m3.png
Bar = 20 microns.
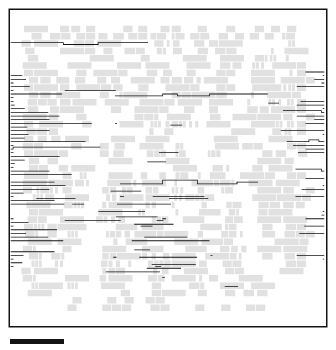
clock_nets.png
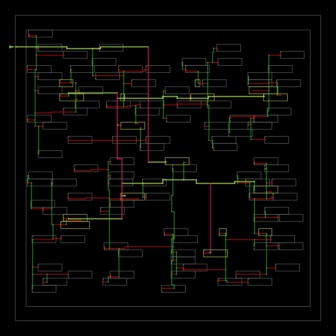
m2.png
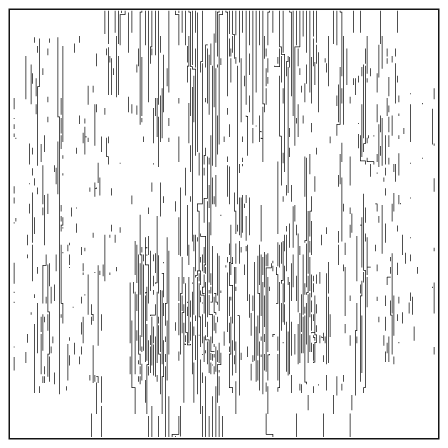
m4.png
Supply wires on this layer in gray.
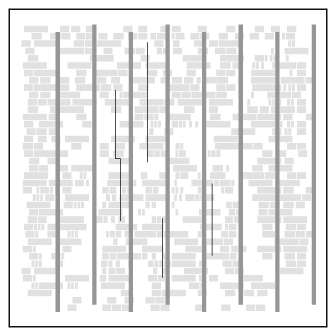
--- config.mk ---
export PLATFORM = sky130hd
export DESIGN_NAME = regbank_ctrl
export DESIGN_NICKNAME = d
export VERILOG_FILES = /design/src/rtl/regbank_ctrl.sv
export SDC_FILE = /design/constraint.sdc
export NUM_CORES = 1
export LEC_CHECK = 0
export CELL_PAD_IN_SITES_DETAIL_PLACEMENT = 0
export CELL_PAD_IN_SITES_GLOBAL_PLACEMENT = 1
export CORE_MARGIN = 4
export CORE_UTILIZATION = 37
export DETAILED_ROUTE_END_ITERATION = 12
export PLACE_DENSITY_LB_ADDON = 0.1
export SETUP_SLACK_MARGIN = 0.15
export SLEW_MARGIN = 10
export SYNTH_ARGS = -nofsm -noshare
export SYNTH_HDL_FRONTEND = slang
export SYNTH_SLANG_ARGS = --single-unit
--- constraint.sdc ---
create_clock -name CLK -period 8.4 [get_ports CLK]
set_input_delay 1.68 -clock CLK [delete_from_list [all_inputs] [get_ports CLK]]
set_output_delay 1.68 -clock CLK [all_outputs]
set_load 0.05 [all_outputs]
--- src/rtl/regbank_ctrl.sv ---
// Operand sequencing controller for the 16 x 16-bit register bank: scoreboarded
// hazard stall, single-cycle bank strobes, and writeback arbitration onto the write port.
module regbank_ctrl #(
  parameter int unsigned DW = 16,
  parameter int unsigned AW = 4
) (
  input  logic               CLK,
  input  logic               RST,
  input  logic               req_valid,
  output logic               req_ready,
  input  logic [AW-1:0]      req_ra,
  input  logic [AW-1:0]      req_rb,
  input  logic [AW-1:0]      req_rd,
  input  logic               req_use_a,
  input  logic               req_use_b,
  input  logic               req_use_d,
  output logic               rsp_valid,
  input  logic               rsp_ready,
  output logic [DW-1:0]      rsp_a,
  output logic [DW-1:0]      rsp_b,
  input  logic               wb_valid,
  output logic               wb_ready,
  input  logic [AW-1:0]      wb_addr,
  input  logic [DW-1:0]      wb_data,
  output logic [AW-1:0]      bank_a_addr,
  output logic [AW-1:0]      bank_b_addr,
  output logic [AW-1:0]      bank_wr_addr,
  output logic               bank_a_read,
  output logic               bank_b_read,
  output logic               bank_write,
  output logic [DW-1:0]      bank_wr_data,
  input  logic [DW-1:0]      bank_a_data,
  input  logic [DW-1:0]      bank_b_data,
  output logic [(1<<AW)-1:0] busy,
  output logic               spurious_wb
);

  localparam int unsigned NR = 1 << AW;

  typedef enum logic [2:0] {
    IDLE   = 3'd0,
    CHECK  = 3'd1,
    READ   = 3'd2,
    SETTLE = 3'd3,
    RESP   = 3'd4
  } state_e;

  state_e          state_q, state_d;
  logic [AW-1:0]   ra_q, ra_d, rb_q, rb_d, rd_q, rd_d;
  logic            use_a_q, use_a_d, use_b_q, use_b_d, use_d_q, use_d_d;
  logic [NR-1:0]   busy_q, busy_d;
  logic            spurious_q, spurious_d;
  logic            rsp_valid_q, rsp_valid_d;
  logic [DW-1:0]   rsp_a_q, rsp_a_d, rsp_b_q, rsp_b_d;
  logic [AW-1:0]   bank_a_addr_q, bank_a_addr_d, bank_b_addr_q, bank_b_addr_d;
  logic            bank_a_read_q, bank_a_read_d, bank_b_read_q, bank_b_read_d;
  logic            bank_write_q, bank_write_d;
  logic [AW-1:0]   bank_wr_addr_q, bank_wr_addr_d;
  logic [DW-1:0]   bank_wr_data_q, bank_wr_data_d;

  logic            req_fire_c;
  logic            wb_fire_c;
  logic            hazard_c;
  logic [NR-1:0]   busy_set_c;
  logic [NR-1:0]   busy_clr_c;

  // Handshake readiness follows registered state, forced low while reset is held.
  assign req_ready  = (state_q == IDLE) & ~RST;
  assign wb_ready   = ~bank_write_q & ~RST;
  assign req_fire_c = req_valid & req_ready;
  assign wb_fire_c  = wb_valid & wb_ready;

  assign hazard_c = (use_a_q & busy_q[ra_q]) |
                    (use_b_q & busy_q[rb_q]) |
                    (use_d_q & busy_q[rd_q]);

  always_comb begin
    state_d        = state_q;
    ra_d           = ra_q;
    rb_d           = rb_q;
    rd_d           = rd_q;
    use_a_d        = use_a_q;
    use_b_d        = use_b_q;
    use_d_d        = use_d_q;
    rsp_valid_d    = rsp_valid_q;
    rsp_a_d        = rsp_a_q;
    rsp_b_d        = rsp_b_q;
    bank_a_addr_d  = bank_a_addr_q;
    bank_b_addr_d  = bank_b_addr_q;
    bank_a_read_d  = 1'b0;
    bank_b_read_d  = 1'b0;
    bank_write_d   = wb_fire_c;
    bank_wr_addr_d = bank_wr_addr_q;
    bank_wr_data_d = bank_wr_data_q;
    busy_set_c     = '0;
    busy_clr_c     = '0;
    spurious_d     = spurious_q;

    // Writeback always wins the write port; the strobe itself blocks the next accept.
    if (wb_fire_c) begin
      bank_wr_addr_d = wb_addr;
      bank_wr_data_d = wb_data;
      busy_clr_c     = NR'(1) << wb_addr;
      if (!busy_q[wb_addr]) begin
        spurious_d = 1'b1;
      end
    end

    unique case (state_q)
      IDLE: begin
        if (req_fire_c) begin
          ra_d    = req_ra;
          rb_d    = req_rb;
          rd_d    = req_rd;
          use_a_d = req_use_a;
          use_b_d = req_use_b;
          use_d_d = req_use_d;
          state_d = CHECK;
        end
      end
      CHECK: begin
        // Holding here during a wb accept keeps READ out of the bank_write cycle.
        if (!hazard_c && !wb_fire_c) begin
          if (use_d_q) begin
            busy_set_c = NR'(1) << rd_q;
          end
          if (use_a_q || use_b_q) begin
            bank_a_read_d = use_a_q;
            bank_b_read_d = use_b_q;
            bank_a_addr_d = ra_q;
            bank_b_addr_d = rb_q;
            state_d       = READ;
          end else begin
            // No operands: SETTLE captures nothing, giving a two-edge response.
            state_d = SETTLE;
          end
        end
      end
      READ: begin
        state_d = SETTLE;
      end
      SETTLE: begin
        if (use_a_q) begin
          rsp_a_d = bank_a_data;
        end
        if (use_b_q) begin
          rsp_b_d = bank_b_data;
        end
        rsp_valid_d = 1'b1;
        state_d     = RESP;
      end
      RESP: begin
        if (rsp_ready) begin
          rsp_valid_d = 1'b0;
          state_d     = IDLE;
        end
      end
      default: begin
        state_d = IDLE;
      end
    endcase

    // A forced same-bit set and clear resolves in favour of the set.
    busy_d = (busy_q & ~busy_clr_c) | busy_set_c;
  end

  always_ff @(posedge CLK or posedge RST) begin
    if (RST) begin
      state_q        <= IDLE;
      ra_q           <= '0;
      rb_q           <= '0;
      rd_q           <= '0;
      use_a_q        <= 1'b0;
      use_b_q        <= 1'b0;
      use_d_q        <= 1'b0;
      busy_q         <= '0;
      spurious_q     <= 1'b0;
      rsp_valid_q    <= 1'b0;
      rsp_a_q        <= '0;
      rsp_b_q        <= '0;
      bank_a_addr_q  <= '0;
      bank_b_addr_q  <= '0;
      bank_a_read_q  <= 1'b0;
      bank_b_read_q  <= 1'b0;
      bank_write_q   <= 1'b0;
      bank_wr_addr_q <= '0;
      bank_wr_data_q <= '0;
    end else begin
      state_q        <= state_d;
      ra_q           <= ra_d;
      rb_q           <= rb_d;
      rd_q           <= rd_d;
      use_a_q        <= use_a_d;
      use_b_q        <= use_b_d;
      use_d_q        <= use_d_d;
      busy_q         <= busy_d;
      spurious_q     <= spurious_d;
      rsp_valid_q    <= rsp_valid_d;
      rsp_a_q        <= rsp_a_d;
      rsp_b_q        <= rsp_b_d;
      bank_a_addr_q  <= bank_a_addr_d;
      bank_b_addr_q  <= bank_b_addr_d;
      bank_a_read_q  <= bank_a_read_d;
      bank_b_read_q  <= bank_b_read_d;
      bank_write_q   <= bank_write_d;
      bank_wr_addr_q <= bank_wr_addr_d;
      bank_wr_data_q <= bank_wr_data_d;
    end
  end

  assign rsp_valid    = rsp_valid_q;
  assign rsp_a        = rsp_a_q;
  assign rsp_b        = rsp_b_q;
  assign bank_a_addr  = bank_a_addr_q;
  assign bank_b_addr  = bank_b_addr_q;
  assign bank_wr_addr = bank_wr_addr_q;
  assign bank_a_read  = bank_a_read_q;
  assign bank_b_read  = bank_b_read_q;
  assign bank_write   = bank_write_q;
  assign bank_wr_data = bank_wr_data_q;
  assign busy         = busy_q;
  assign spurious_wb  = spurious_q;

endmodule

==> job_summary.md <==
### Yosys + OpenROAD results

| Metric | Value |
|---|---|
| Non-clock inverter instance count of the final layout | 9 |
| Metal3 WL | between 1000 and 1500 microns |
| Register Area | roughly 2500 sq um |
| Final cell area excluding filler cells | 6400 sq um |
| Tool warning count | 26 |
| Clock network area share | under 10% |
| Top logic cell by instance count in the layout | clkdlybuf4s50_1 |
| Pre-CTS worst setup slack | around 3.4 ns |
| GRT met1 Usage | ~22% |
| Sequential fraction of the synthesis area | around 56% |
| Post-cts hold-fix buffer tally | 0 |
| Layout sequential cell count | about 99 |
| Power dissipated in sequential cells | approximately 0.87 mW |
| Top cell area share | between 50 and 60% |
| Result of the run | finished clean |
| Number of cell rows | 39 |
| Main area contributors | dfrtp_1, mux2_2, nand2_1 |
| Internal power of the cells | roughly 1.5 mW |
| Count of cells resized by post-cts repair | 0 |
| Buffer levels on the longest clock path | 2 |
| Part of the total power dissipated in combinational logic | just over 50% |
| Number of enable-type register cells in the synthesized netlist | 0 |
| Post-synth ARST share | 100% |
| Reg2reg end | state_q[0] |
| Core utilization at floorplan | a little under two fifths |
| Maximum achievable frequency | around 200 MHz |
| Dominant non-sequential cell family after synthesis | multiplexers |
| Global routing usage summed across all routing layers | a little under a fifth |
| Synthesis warning total | 0 |
| Fraction of area in registers | 38.7% |
| Startpoint of the lowest-slack hold path | bank_wr_data[10] |
| Clk pin slew, worst setup/hold paths | 0.06 ns |
| Clock power share | ~17% |
| Required time at the endpoint of the critical path | 6.72 ns |
Back to the opening pictures, m3.png:
main direction: horizontal
nets with wire on the layer: 103
wire length reported by the detailed router: 12200 microns
DR vias: 3488
met3 demand-to-capacity share in global routing: 7.25%

Back to the opening pictures, clock_nets.png:
total clock buffers created by CTS: 9
TritonCTS sink count: 99
setup clock skew after layout: 0.0116 ns

Back to the opening pictures, m2.png:
nets with wire on the layer: 520
longest straight run: 75.8 microns
main direction: vertical
met2 Resource Use GR: 30.1%

Back to the opening pictures, m4.png:
wire length on this layer: 143 microns
main direction: vertical
nets with wire on the layer: 3

Power is estimated from default activity; no workload was simulated.
